==> images/clock_wires.png <==
The bar under the picture is 50 um long.
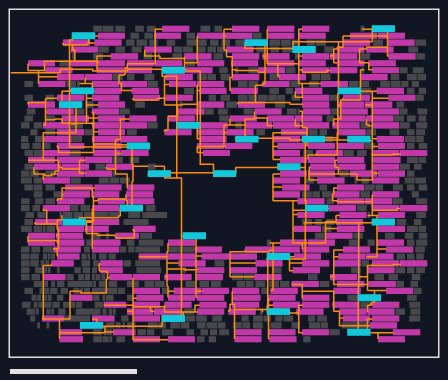
==> images/class_map.png <==
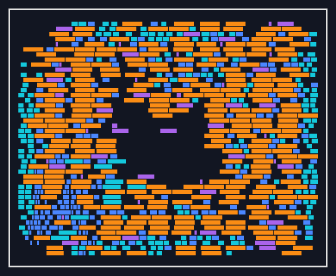
==> images/clock_nets.png <==
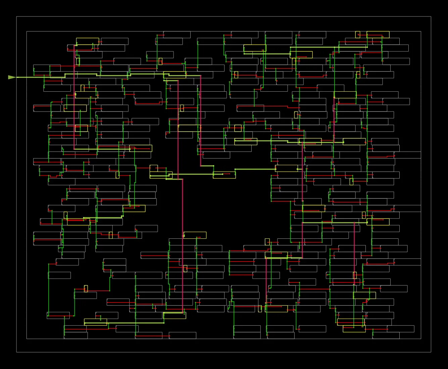
## config.mk

```make
export PLATFORM = sky130hd
export DESIGN_NAME = output_channel_buffer_bank
export DESIGN_NICKNAME = d
export VERILOG_FILES = /design/src/rtl/output_channel_buffer_bank.sv
export SDC_FILE = /design/constraint.sdc
export NUM_CORES = 1
export LEC_CHECK = 0
export CAP_MARGIN = 20
export CORE_ASPECT_RATIO = 0.8
export CORE_MARGIN = 4
export CORE_UTILIZATION = 52
export DETAILED_ROUTE_END_ITERATION = 12
export GPL_TIMING_DRIVEN = 0
export MAX_ROUTING_LAYER = met4
export PLACE_DENSITY = 0.87
export REMOVE_ABC_BUFFERS = 1
export SETUP_SLACK_MARGIN = 0.02
export SKIP_LAST_GASP = 1
export SYNTH_ARGS = -nofsm -noshare
export SYNTH_HDL_FRONTEND = slang
export SYNTH_SLANG_ARGS = --single-unit
```

## constraint.sdc

```tcl
create_clock -name clock -period 3.7 [get_ports clock]
set_clock_uncertainty 0.15 [all_clocks]
set_input_delay 0.74 -clock clock [delete_from_list [all_inputs] [get_ports clock]]
set_output_delay 0.74 -clock clock [all_outputs]
set_load 0.1 [all_outputs]
```

## src/rtl/output_channel_buffer_bank.sv

```systemverilog
// output_channel_buffer_bank: per-channel output FIFOs with atomic multicast enqueue and valid/ready drain
module output_channel_buffer_bank #(
  parameter int TIA_NUM_OUTPUT_CHANNELS = 4,
  parameter int TIA_WORD_WIDTH = 32,
  parameter int TIA_TAG_WIDTH = 2,
  parameter int TIA_OUTPUT_CHANNEL_BUFFER_DEPTH = 2
) (
  input  logic                                               clock,
  input  logic                                               reset_n,
  input  logic                                               write_enable,
  input  logic [TIA_NUM_OUTPUT_CHANNELS-1:0]                 oci,
  input  logic [TIA_TAG_WIDTH-1:0]                           output_tag,
  input  logic [TIA_WORD_WIDTH-1:0]                          output_data,
  output logic [TIA_NUM_OUTPUT_CHANNELS-1:0]                 output_channel_full_status,
  output logic [TIA_NUM_OUTPUT_CHANNELS-1:0]                 output_channel_valids,
  input  logic [TIA_NUM_OUTPUT_CHANNELS-1:0]                 output_channel_readys,
  output logic [TIA_NUM_OUTPUT_CHANNELS*TIA_TAG_WIDTH-1:0]   output_channel_tags,
  output logic [TIA_NUM_OUTPUT_CHANNELS*TIA_WORD_WIDTH-1:0]  output_channel_data,
  output logic                                               overflow_error
);
  localparam int N = TIA_NUM_OUTPUT_CHANNELS;
  localparam int TW = TIA_TAG_WIDTH;
  localparam int WW = TIA_WORD_WIDTH;
  localparam int D = TIA_OUTPUT_CHANNEL_BUFFER_DEPTH;
  localparam int AW = $clog2(D);
  logic          write_req;
  logic          blocked;
  logic [N-1:0]  push;
  logic [N-1:0]  pop;
  assign write_req = write_enable && (oci != '0);
  // full is taken from the registered count, so a same-cycle pop never frees room for a write
  assign blocked = write_req && ((oci & output_channel_full_status) != '0);
  assign push = (write_req && !blocked) ? oci : '0;
  assign pop = output_channel_valids & output_channel_readys;
  always_ff @(posedge clock or negedge reset_n)
    if (!reset_n) overflow_error <= 1'b0;
    else if (blocked) overflow_error <= 1'b1;
  for (genvar i = 0; i < N; i++) begin : g_ch
    logic [TW+WW-1:0] mem [D];
    logic [AW-1:0]    rd_ptr;
    logic [AW-1:0]    wr_ptr;
    logic [AW:0]      count;
    assign output_channel_full_status[i] = (count == (AW+1)'(D));
    assign output_channel_valids[i] = (count != '0);
    assign output_channel_tags[i*TW +: TW] = mem[rd_ptr][WW +: TW];
    assign output_channel_data[i*WW +: WW] = mem[rd_ptr][WW-1:0];
    always_ff @(posedge clock)
      if (push[i]) mem[wr_ptr] <= {output_tag, output_data};
    always_ff @(posedge clock or negedge reset_n)
      if (!reset_n) begin
        rd_ptr <= '0;
        wr_ptr <= '0;
        count <= '0;
      end else begin
        if (push[i]) wr_ptr <= wr_ptr + AW'(1);
        if (pop[i]) rd_ptr <= rd_ptr + AW'(1);
        if (push[i] != pop[i]) count <= push[i] ? count + (AW+1)'(1) : count - (AW+1)'(1);
      end
  end
endmodule

```

==> impl_metrics.csv <==
group,metric,value,unit
logic_synthesis,async_flop_share,5.882,%
logic_synthesis,adder_share,0,%
logic_synthesis,yosysChipArea,0.01075,mm2
final_timing,fin_hold_ws,0.3329,ns
logic_synthesis,ys_top_logic_family,"multiplexers",
finish,nNetsFinal,782,
hold_path,hp-start,"overflow_error",
final_timing,slew-limit-headroom,32.36,%
floorplanning,die-area,0.02306,mm2
critical_path,cp.arrival,2.68,ns
finish,logic_gates,214,
grt,grtUsageTotal,19.91,%
finish,seq_area,0.008601,mm2
finish,buf_share,15.48,%
finish,comb_share,15.01,%
finish,area_growth,30.58,%
final_timing,fin_ws,0.1283,ns
finish,seq_cell_count,289,
run_status,status,"finished, final reports clean",
hold_path,hold_depth,1,
logic_synthesis,topCellsByArea,"edfxtp_1, mux2_2, dfrtp_1",
final_timing,fin_crit,3.572,ns
grt,grt_max_degree,36,
critical_path,cp-end-kind,"primary output",
critical_path,startpoint,"g_ch[2].rd_ptr",
placed_design,io_buffers,189,
logic_synthesis,ys_seq_share,79.93,%
logic_synthesis,ys_ff,289,
logic_synthesis,ff_type,"edfxtp_1",
finish,lay_top_cells,"edfxtp_1, mux2_2, clkdlybuf4s50_1",
finish,area_dominant_class,"sequential cells",
final_timing,max_clock_freq,280.0,MHz
routing,first_iter_violations,412,
cts,post_cts_buffers,0,
critical_path,worstPathMaxFanout,17,
critical_path,critPathRequiredTime,2.81,ns
critical_path,crit_path_start_kind,"flip-flop",
final_timing,rsz0062_at_grt,"no",
critical_path,r2r-start,"g_ch[2].count[0]",
cts,clock_path_buffers,3,
logic_synthesis,netlist.top_cell.by_area,"edfxtp_1",
logic_synthesis,edf_count,272,
finish,nonClockInverterCount,5,
routing,drt_wl_total,22.80,mm
grt,grt_pass1_wl,34.17,mm
finish,antennaDiodeCount,0,
floorplanning,die_y,136.6,um
flow_run,cap_viol_max_count,0,
cts,postCtsHoldBufs,0,
logic_synthesis,syn_area_per_cell,20.48,um2
floorplanning,num_rows,46,
logic_synthesis,top_area_share,75.97,%
routing,drtPass1Iterations,5,
routing,viasPerCell,5.443,
logic_synthesis,synth_cells,525,
logic_synthesis,ys_sh_aoi,1.117,%
final_timing,setup_tns,0,ns
finish,layout.cells.most_common,"edfxtp_1",
floorplanning,dieWidth,168.8,um
routing,ant_nets,0,
logic_synthesis,synthMuxAreaShare,14.71,%
cts,htreeDepth,1,
critical_path,reg2reg_depth,5,
logic_synthesis,netlist_top_cells_count,"edfxtp_1, mux2_2, dfrtp_1",
floorplanning,core_util_floorplan,53.53,%
logic_synthesis,yosys_warnings,0,
hold_path,worstHoldEndpoint,"overflow_error",
critical_path,reg2reg_to,"g_ch[3].mem[0][31]",
final_timing,slew_violations,0,
cts,cts.clk_slew.worst_paths,0.06,ns
finish,nNonClkBuffers,200,
final_timing,finalSetupViolCount,0,
final_timing,finalCritPeriodShare,96.53,%
final_timing,tightest_slew,1.011,ns
final_timing,finalHoldViolations,0,
placed_design,post-place-ws,0.1086,ns
placed_design,place_congestion,0.8559,
finish,clk_share,5.766,%
flow_run,tool_warnings,25,
logic_synthesis,simple_gate_share,2.467,%
floorplanning,fp.coreArea,0.02009,mm2
cts,ctsResizeCount,66,
routing,vias,5563,
logic_synthesis,synth_stat.cells,525,
placed_design,post-dp-hpwl,15.06,mm
critical_path,r2r_slack,0.90,ns
finish,combGateArea,0.002107,mm2
hold_path,hold_class,"reg -> reg",
logic_synthesis,top_cell,"edfxtp_1",
placed_design,place_inst,972,
finish,drive_gt1_share,26.65,%
floorplanning,n_tap_cell,264,
critical_path,crit_end,"output_channel_data[91]",
logic_synthesis,ys_sh_xor,0.9775,%
finish,nFillCells,1275,
logic_synthesis,syn-cell-area,0.01075,mm2
grt,antenna_found_initial,0,
cts,cts_tree,"built",
floorplanning,num_io_pins,190,
cts,cts-root-buf,"clkbuf_16",
grt,grt-ovfl-total,0,
grt,grt_pass1_vias,5887,
logic_synthesis,netlist-cell-type-count,30,
placed_design,placed_area,0.01325,mm2
routing,remaining_drc_errors,0,
critical_path,crit_type,"reg -> out",
finish,stdcell_count,1022,
routing,wl_per_cell,22.31,um
-- clock_wires.png (at the start) --
flip-flops -> magenta  # count 289
clock wires -> orange  # length 2850 um
clock-net drivers -> cyan  # count 27
flops lie = widely spread
routed clock nets = 28
clk_lat worst skew: 0.51 ns

-- class_map.png (at the start) --
registers -> orange  # cells 289
clock drivers and dummy loads -> purple  # cells 50
remaining buffers and delay cells -> cyan  # cells 200
remaining logic cells -> blue  # cells 219
post-route cell area: 0.01404 mm2
Seq/total area: 61.26%
Final Util: 69.90%

-- clock_nets.png (at the start) --
Num Clock Sinks: 289
# clk buffers: 41
Num CTS Buffers: 27

-- logic make-up after synthesis --
group | after synthesis
AND-OR/OR-AND | 17
flip-flops | 289
XOR/XNOR | 12
buffers and inverters | 22
AND/OR/NAND/NOR | 44
multiplexers | 141
-- metal layers --
layer,part of all wire (%),vias to the layer above,global-route usage (%)
met5,0,-,-
met4,1.6,0,4.011
met3,6.5,28,3.234
met2,48,231,31.96
met1,43,2836,27.60
li1,-,2468,-
-- sequential cells by signal, indices dropped and copies added (netlist names) --
signal          flops
overflow_error      1
g_ch.rd_ptr         4
g_ch.count          8
g_ch.wr_ptr         4
g_ch.mem          272
-- critical path, stage by stage (launching register included) --
cell and delay [ns]:
dfrtp_2 0.72, mux2_2 0.27, clkdlybuf4s50_1 1.15
